`src/rtl/and_16_core.sv`:
```
// 16-bit bitwise AND element with an optional registered result.
// The registered path also carries a valid strobe and zero/popcount flags.
module and_16_core #(
  parameter int WIDTH = 16,
  parameter int CNT_W = 5
) (
  input  logic             clk,
  input  logic             rst_n,
  input  logic [WIDTH-1:0] a,
  input  logic [WIDTH-1:0] b,
  input  logic             in_valid,
  output logic [WIDTH-1:0] out,
  output logic [WIDTH-1:0] out_q,
  output logic             out_valid,
  output logic             zero_q,
  output logic [CNT_W-1:0] pop_q
);

  logic [WIDTH-1:0] w_and;
  logic [CNT_W-1:0] w_pop;
  logic             w_zero;

  logic [WIDTH-1:0] r_out;
  logic             r_valid;
  logic             r_zero;
  logic [CNT_W-1:0] r_pop;

  assign w_and  = a & b;
  assign w_zero = (w_and == '0);

  always_comb begin
    w_pop = '0;
    for (int i = 0; i < WIDTH; i++) begin
      w_pop = w_pop + CNT_W'(w_and[i]);
    end
  end

  // Flags are computed from the same operands as the captured result,
  // so they can never disagree with out_q.
  always_ff @(posedge clk or negedge rst_n) begin
    if (!rst_n) begin
      r_out   <= '0;
      r_valid <= 1'b0;
      r_zero  <= 1'b1;
      r_pop   <= '0;
    end else begin
      r_valid <= in_valid;
      if (in_valid) begin
        r_out  <= w_and;
        r_zero <= w_zero;
        r_pop  <= w_pop;
      end
    end
  end

  assign out       = w_and;
  assign out_q     = r_out;
  assign out_valid = r_valid;
  assign zero_q    = r_zero;
  assign pop_q     = r_pop;

endmodule

```
`config.mk`:
```
export PLATFORM = sky130hd
export DESIGN_NAME = and_16_core
export DESIGN_NICKNAME = d
export VERILOG_FILES = /design/src/rtl/and_16_core.sv
export SDC_FILE = /design/constraint.sdc
export NUM_CORES = 1
export LEC_CHECK = 0
export ABC_AREA = 1
export CAP_MARGIN = 10
export CELL_PAD_IN_SITES_DETAIL_PLACEMENT = 0
export CELL_PAD_IN_SITES_GLOBAL_PLACEMENT = 1
export CORE_MARGIN = 2
export CORE_UTILIZATION = 24
export DETAILED_ROUTE_END_ITERATION = 8
export PLACE_DENSITY = 0.79
export RECOVER_POWER = 100
export SLEW_MARGIN = 10
export SYNTH_ARGS = -nofsm -noshare
export SYNTH_HDL_FRONTEND = slang
export SYNTH_SLANG_ARGS = --single-unit
```
`constraint.sdc`:
```
create_clock -name clk -period 0.8 [get_ports clk]
set_clock_uncertainty 0.05 [all_clocks]
set_input_delay 0.24 -clock clk [delete_from_list [all_inputs] [get_ports clk]]
set_output_delay 0.24 -clock clk [all_outputs]
set_load 0.005 [all_outputs]
```
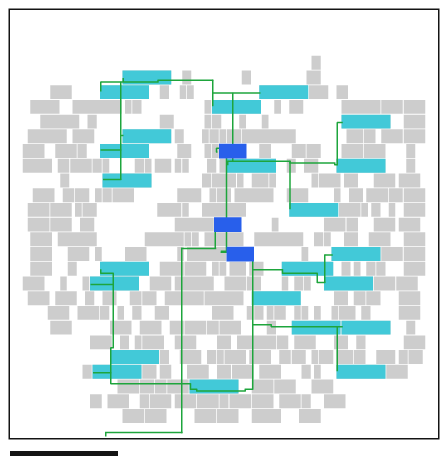
run_1/clock_map.png
Scale bar: 20 um.
- flip-flops: cyan (count 23)
- clock wires: green (length 335 um)
- cells driving clock nets: blue (count 3)
- routed clock nets: 4

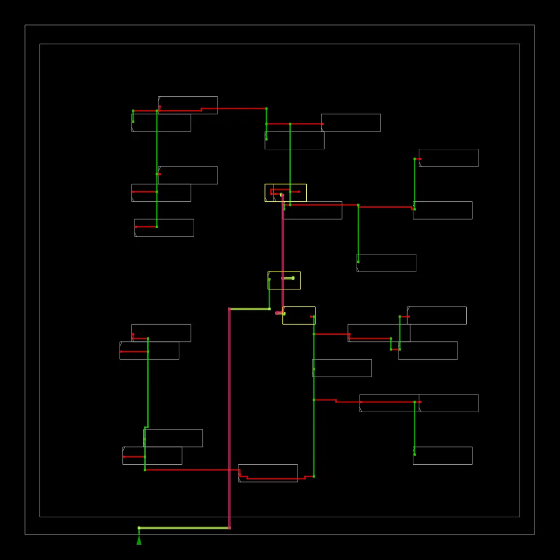
run_1/final_clocks.png
clock sink count: 23
Clock buffer cells: 4
number of buffers created by CTS: 3
clock insertion delay at the later pin of the skew report: 260 ps

==> flow_summary.rst, run 1 <==
Physical design figures
=======================

.. list-table::
   :header-rows: 1

   * - Metric
     - Value
   * - Outcome
     - finished with violations
   * - Violations in the final reports
     - negative setup slack
   * - Global route hottest layer
     - met2
   * - HPWL after DPL
     - just over 3000 um
   * - Count of buffer and inverter cells on the critical path
     - 5
   * - Most common library cells after synthesis
     - nand2_1 (53), inv_1 (29), dfrtp_1 (22), o21ai_0 (13), fa_1 (10)
   * - Cell type with the largest total area
     - dfrtp_1
   * - Sort of element at the end of the critical path
     - register
   * - Synthesis-stage register bit count
     - 23
   * - Post-placement cell area
     - between 2000 and 3000 um^2
   * - Crit path max-delay cell type
     - fa_1
   * - # rows
     - 27
   * - Iter 0 DRT Violations
     - 28
   * - Clk pwr share
     - 0.171
   * - Share of the yosys chip area belonging to registers
     - 0.4261
   * - Final non-filler cell total
     - between 300 and 400
   * - Root Buffer
     - clkbuf_8
   * - Vias in the first global route
     - roughly 1600
   * - RSZ-0062 raised after global routing
     - yes
   * - Cell depth of the worst flop-to-flop path
     - 4
   * - Routability-driven placement congestion ratio
     - approximately 0.75
   * - Final hold violations
     - 0
   * - Worst reg2reg path endpoint
     - pop_q[0]$_DFFE_PN0P_
   * - Worst setup slack after layout
     - -2331 ps
   * - Boundary pin count
     - roughly 74
   * - Critical hold path startpoint
     - a[9]
   * - Y dimension of the die
     - between 70 and 80 um
   * - Int Power
     - roughly 2900 uW
   * - R2R Path Start
     - pop_q[0]$_DFFE_PN0P_
   * - Maximum number of buffers from clock root to sink
     - 2
   * - Met1 usage in global routing
     - 0.1730
   * - Mapped cell area
     - ~1400 um^2
   * - Cell chain of the critical path
     - buf_6, nand2_4, inv_2, fa_1, inv_2, fa_1, fa_1, fa_1, inv_2, ha_4, inv_2, fa_2, xor2_1, o21ai_1
   * - Sw frac
     - 0.3255
   * - Net switching power of the design
     - 1393 uW
   * - Number of cell instances after yosys synthesis
     - around 160
   * - Via density per instance
     - between 4 and 5
   * - Fraction of the core area occupied by cells at floorplan
     - 0.2474
   * - Quantity of I/O buffers inserted on ports
     - 73
   * - Summed standard-cell area reported by yosys
     - between 1000 and 1500 um^2
   * - Dominant cell by count in the synthesized netlist
     - nand2_1
   * - Max_cap viols
     - 0
   * - Leftover overflow at the end of global routing
     - 0
   * - Number of warnings in the stage logs
     - 30
   * - Final instance area
     - 2967 um^2
   * - Largest voltage drop on the vdd net
     - ~0.00067 V
   * - Fraction of final layout cells sized beyond drive strength 1
     - 0.6458
   * - Post-detailed-route DRC marker count
     - 0
   * - Clock transition at the registers of the reported paths
     - about 90 ps
   * - Grt met2 use
     - 0.2653
   * - Share of total power in sequential cells
     - 0.325
   * - Critical-path maximum fanout
     - 2
   * - Clock tree from TritonCTS
     - built
   * - Initial antenna violation count
     - 0
   * - Pin count of the biggest net entering global routing
     - 21
   * - Post-CTS Hold Buffers
     - 0
   * - Crit Path Class
     - primary input to register
   * - Worst path max stage delay
     - around 540 ps
   * - Total of warnings raised by yosys
     - 0
   * - Mean post-synth cell area
     - around 8.6 um^2
   * - Net count entering floorplan
     - roughly 210
   * - Top cells by area
     - dfrtp_1 (41%), fa_1 (15%), nand2_1 (15%), inv_1 (8.0%), ha_1 (5.5%)
   * - Main synth FF type
     - dfrtp_1
   * - Final antenna-violating net count
     - 0
   * - Type of origin of the critical path
     - primary input
   * - Largest delay contributor family on the critical path
     - adder cells
   * - First-pass iteration count of the detailed router
     - 2
   * - Async set-reset flop share out of synthesis
     - 1.000
   * - Max-area cell share
     - 0.4067
   * - Die Span X
     - between 70 and 80 um
   * - Maximum achievable frequency
     - 0.3194 GHz
   * - Met3 Resource Use GR
     - 0.02273
   * - Critical path required time
     - about 940 ps
   * - Arrival time reported for the critical path endpoint
     - between 3000 and 4000 ps
   * - Post-synth tally of flip-flops with integrated enable
     - 0
   * - Static power due to leakage
     - approximately 0.0016 uW
   * - Combinational cell fraction of total power
     - 0.503
   * - Number of antenna diodes
     - 0
   * - Min Clock Period, post-route
     - 3131 ps
   * - Worst-case headroom to the max-slew limit
     - 0.7637
   * - Layout Area Growth over Synthesis
     - 119.1%
   * - Path class of the lowest-slack min-delay path
     - primary input to register
   * - Period utilization
     - 3.914
   * - Instance tally after logic synthesis
     - about 160
   * - Number of cells on the worst hold path
     - 4
   * - Final Max Tran Viols
     - 0
   * - Final Power
     - about 4300 uW
   * - Power per standard cell area
     - about 1400 nW/um^2
   * - Final setup vio count
     - slightly above 60
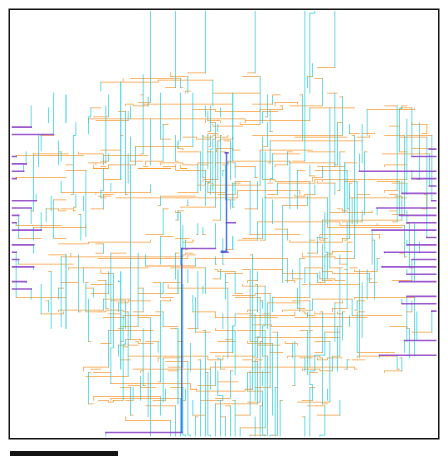
run_1/metal_stack.png
Scale bar: 20 um.
- met4: blue (wire length 53.3 um)
- met2: cyan (wire length 2270 um)
- met3: purple (wire length 208 um)
- met1: orange (wire length 1840 um)
Total Wirelength: 4372 um
overall track demand over capacity in global routing: 0.1443
mean routed wirelength per cell: 12.14 um
routed vias: 1506

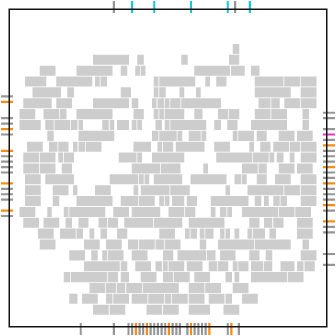
run_1/pins.png
Pins as bars across the die edge, other pins in grey.
- `b`: orange (pins 16; direction input; edge 6 bottom, 5 left, 5 right)
- `out_valid`: magenta (pins 1; direction output; edge right)
- `pop_q`: cyan (pins 5; direction output; edge top)
- all pins by edge: 27 bottom, 23 right, 17 left, 7 top

[run 1: registers in the layout, indices dropped and copies added, names as in the netlist]
name       count
out_q         16
pop_q          5
out_valid      1
zero_q         1
[run 1: worst max-delay path by stage]
stage,startpoint,to,depth (start not counted)
after floorplan,a[7],pop_q[1]$_DFFE_PN0P_,12
final,b[3],pop_q[2]$_DFFE_PN0P_,14
after global placement,a[7],pop_q[1]$_DFFE_PN0P_,13
after CTS,b[3],pop_q[2]$_DFFE_PN0P_,14
after detailed placement,a[7],pop_q[1]$_DFFE_PN0P_,13
after global routing,b[3],pop_q[2]$_DFFE_PN0P_,14
[run 1: logic make-up after synthesis]
| family | share of synthesized area |
|---|---|
| XOR/XNOR | 0.006471 |
| adder cells (fa/ha/maj) | 0.2033 |
| flip-flops | 0.4261 |
| AND/OR/NAND/NOR | 0.1747 |
| buffers and inverters | 0.1072 |
| AND-OR/OR-AND | 0.08225 |
[run 1: per-layer routing]
layer | up-vias | part of all wire
met5 | - | 0
met4 | 0 | 0.012
met3 | 5 | 0.048
met2 | 45 | 0.52
met1 | 720 | 0.42
li1 | 736 | -
[run 1: metrics by stage]
step	worst slack [ps]	setup TNS (ps)	hold WS, ps
after CTS	-2450	-19880	200.4
after global placement	-3020	-47160	411.7
final	-2331	-20460	255.6
after global routing	-2428	-23380	255.2
after floorplan	-2426	-11390	-105.6
after detailed placement	-3056	-47800	416.4
[run 1: layout make-up]
cell class / instances / area, um^2
sequential: 23 / 576.8
timing repair buffer: 131 / 1242
clock buffer: 4 / 45.04
tap: 72 / 90.09
fill: 511 / 2506
inverter: 30 / 145.1
multi-input combinational: 100 / 867.1
[run 1: tightest hold or removal path: cells and delay by family]
kind,cells,cell delay (ps)
buffers and inverters,2,200
AND/OR/NAND/NOR,1,60
AND-OR/OR-AND,1,40
[run 1: timing repair]
action,CTS,global route
buffers inserted,55,11
pin swaps,34,22
setup endpoints to repair,61,53
gates cloned,1,0
gates resized,389,28
[run 1: layout by cell type (no fill, tap or decap), drive strengths merged]
master / count
nand2: 53
dfstp: 1
ha: 6
a21oi: 1
o21a: 1
xor2: 1
nor2: 6
dlygate4sd3: 1
inv: 30
clkdlybuf4s25: 1
clkbuf: 5
nand3: 3
buf: 128
dfrtp: 22
o21ai: 19
fa: 10
[run 1: power by group through the flow]
stage,Combinational [uW],Sequential [uW],Clock (uW)
after detailed placement,1870,1420,0
after floorplan,870,1440,0
after global placement,1830,1430,0
final,2150,1390,733
after global routing,2400,1420,793
after CTS,2090,1390,763
run_1/registers.png
Other sequential cells in the stronger grey, the rest of the logic in the fainter grey.
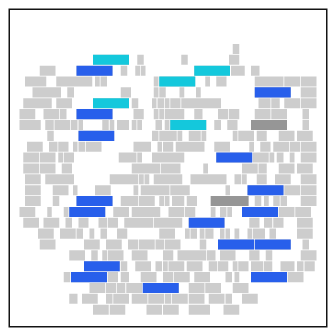

==> run 2: changes to the inputs <==
--- a/config.mk
+++ b/config.mk
@@ -12,7 +12,7 @@
 export CORE_MARGIN = 2
 export CORE_UTILIZATION = 24
 export DETAILED_ROUTE_END_ITERATION = 8
-export PLACE_DENSITY = 0.79
+export PLACE_DENSITY_LB_ADDON = 0.05
 export RECOVER_POWER = 100
 export SLEW_MARGIN = 10
 export SYNTH_ARGS = -nofsm -noshare
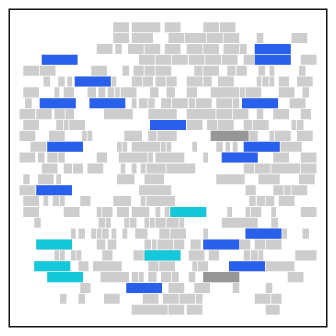
run_2/registers.png
Other sequential cells in the stronger grey, the rest of the logic in the fainter grey.
- `out_q`: blue (placed flops 16; where widely spread)
- `pop_q`: cyan (placed flops 5; where bottom left)
- not coloured: 2
storage element area: 576.8 um^2
share of cell area taken by flip-flops and latches: 0.1904
final standard cell utilization of the core: 0.5535
Seq power: 1400 uW

==> run 2 against run 1 <==
Against the previous run:
- the flow still finishes with violations (negative setup slack)
- critical path depth shrank 1
- critical path type unchanged
- cell area grew 2.1%
- highest routed layer unchanged
- non-clock buffer count grew 10
- routed wire length grew 1.9%
- setup slack lost 28 ps
- register-to-register slack is essentially flat
==> flow_summary.rst, run 2 <==
Physical design figures
=======================

.. list-table::
   :header-rows: 1

   * - Metric
     - Value
   * - Outcome
     - finished with violations (unchanged)
   * - Violations in the final reports
     - negative setup slack (unchanged)
   * - Number of flip-flops under the largest register name
     - 16 (unchanged)
   * - Cell chain of the critical path
     - buf_8, nand2_8, inv_4, fa_1, inv_1, fa_1, fa_1, fa_1, inv_2, ha_4, inv_2, fa_2, o21ai_2 (was buf_6, nand2_4, inv_2, fa_1, inv_2, fa_1, fa_1, fa_1, inv_2, ha_4, inv_2, fa_2, xor2_1, o21ai_1)
   * - Fraction of the core area occupied by cells at floorplan
     - 0.2474 (unchanged)
   * - Min Clock Period, post-route
     - 3158 ps (was 3131 ps)
   * - Net switching power of the design
     - 1379 uW (was 1393 uW)
   * - Final non-filler cell total
     - 370 (was 360)
   * - Summed standard-cell area reported by yosys
     - 1354 um^2 (unchanged)
   * - Critical path required time
     - 910 ps (was 940 ps)
   * - Worst path max stage delay
     - 540 ps (about the same)
   * - Via density per instance
     - 4.100 (was 4.183)
   * - Period utilization
     - 3.948 (was 3.914)
   * - Final Max Tran Viols
     - 0 (unchanged)
   * - Mean routed wirelength per cell
     - 12.04 um (was 12.14 um)
   * - Crit path max-delay cell type
     - fa_1 (unchanged)
   * - Static power due to leakage
     - 0.001648 uW (was 0.001606 uW)
   * - Instance tally after logic synthesis
     - 157 (unchanged)
   * - Final Power
     - 4290 uW (was 4279 uW)
   * - Quantity of I/O buffers inserted on ports
     - 73 (unchanged)
   * - Arrival time reported for the critical path endpoint
     - 3260 ps (was 3270 ps)
   * - Final setup vio count
     - 48 (was 62)
   * - First-pass iteration count of the detailed router
     - 4 (was 2)
   * - Int Power
     - 2911 uW (was 2886 uW)
   * - RSZ-0062 raised after global routing
     - yes (unchanged)
   * - Overall track demand over capacity in global routing
     - 0.1650 (was 0.1443)
   * - Count of buffer and inverter cells on the critical path
     - 5 (unchanged)
   * - Clock transition at the registers of the reported paths
     - 80 ps (was 90 ps)
   * - Cell type with the largest total area
     - dfrtp_1 (unchanged)
   * - Filler cell count
     - 511 (unchanged)
   * - Number of antenna diodes
     - 0 (unchanged)
   * - Share of the yosys chip area belonging to registers
     - 0.4261 (unchanged)
   * - Power per standard cell area
     - 1416 nW/um^2 (was 1442 nW/um^2)
   * - Top cells by area
     - dfrtp_1 (41%), fa_1 (15%), nand2_1 (15%), inv_1 (8.0%), ha_1 (5.5%) (unchanged)
   * - Async set-reset flop share out of synthesis
     - 1.000 (unchanged)
   * - Largest delay contributor family on the critical path
     - adder cells (unchanged)
   * - Number of buffers created by CTS
     - 3 (unchanged)
   * - Boundary pin count
     - 74 (unchanged)
   * - Maximum number of buffers from clock root to sink
     - 2 (unchanged)
   * - Pin count of the biggest net entering global routing
     - 24 (was 21)
   * - Setup slack at placement
     - -3077 ps (was -3056 ps)
   * - Max-area cell share
     - 0.4067 (unchanged)
   * - Worst setup slack after layout
     - -2358 ps (was -2331 ps)
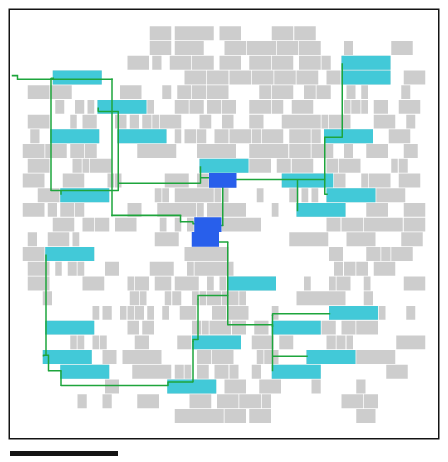
run_2/clock_map.png
Scale bar: 20 um.
- flip-flops: cyan (count 23)
- clock wires: green (length 337 um)
- cells driving clock nets: blue (count 3)
- flops lie: widely spread
- routed clock nets: 4

[run 2: cell counts after synthesis]
No cell type changed its count.
[run 2: path summary, 6_finish.rpt]
path	startpoint	endpoint	slack, ps	cells past startpoint
worst max-delay path	b[7]	pop_q[1]$_DFFE_PN0P_	-2360	13
worst min-delay path	a[12]	out_q[12]$_DFFE_PN0P_	290	4
worst max register to register	pop_q[2]$_DFFE_PN0P_	pop_q[2]$_DFFE_PN0P_	-90	4
worst min register to register	zero_q$_DFFE_PN1P_	zero_q$_DFFE_PN1P_	430	2
max in group asynchronous	rst_n	zero_q$_DFFE_PN1P_	80	2
min in group asynchronous	rst_n	out_q[1]$_DFFE_PN0P_	320	2
[run 2: power by group through the flow]
| stage | Combinational, uW | Sequential (uW) | Clock (uW) |
|---|---|---|---|
| 2_1_floorplan | 870 | 1440 | 0 |
| 3_3_place_gp | 1820 | 1430 | 0 |
| 3_5_place_dp | 1840 | 1440 | 0 |
| 4_1_cts | 2140 | 1400 | 763 |
| 5_1_grt | 2440 | 1420 | 807 |
| 6_report | 2170 | 1400 | 720 |
[run 2: worst reg2reg max path, delay by kind of cell (launching register included)]
family                 cells  cell delay, ps
buffers and inverters      2             250
AND/OR/NAND/NOR            1              50
flip-flops                 1             390
AND-OR/OR-AND              1              50
[run 2: kinds of logic after synthesis]
group	after synthesis	synth area share
flops	23	0.4261
fa+ha+maj	16	0.2033
compound gates	21	0.08225
simple gates	62	0.1747
buf+inv	34	0.1072
xor+xnor	1	0.006471
[run 2: final cells by class]
cell class | instances | area [um^2] | area share
sequential | 23 | 576.8 | 0.1904
clock buffer | 4 | 45.04 | 0.01487
inverter | 30 | 145.1 | 0.04791
multi-input combinational | 100 | 827.0 | 0.2730
tap | 72 | 90.09 | 0.02974
timing repair buffer | 141 | 1345 | 0.4440
[run 2: what timing repair did]
action	4_1_cts	5_1_grt
gates resized	389	40
buffers inserted	65	24
pin swaps	34	21
endpoints found under the setup margin	61	51
[run 2: metrics by stage]
| stage | setup TNS, ps | area (um^2) |
|---|---|---|
| 6_report | -21110 | 3029 |
| 5_1_grt | -22750 | 3029 |
| 4_1_cts | -26400 | 3100 |
| 3_5_place_dp | -48300 | 2524 |
| 3_3_place_gp | -47510 | 2524 |
| 2_1_floorplan | -11390 | 1450 |
[run 2: layer usage]
metal  up-vias  GRT usage  part of all wire
met5         -          0                 0
met3         6    0.02273             0.049
met4         0    0.03103             0.013
met1       715     0.1971              0.40
li1        750          -                 -
met2        46     0.3144              0.54
No activity file was given, so power comes from the tool's default toggle rates.
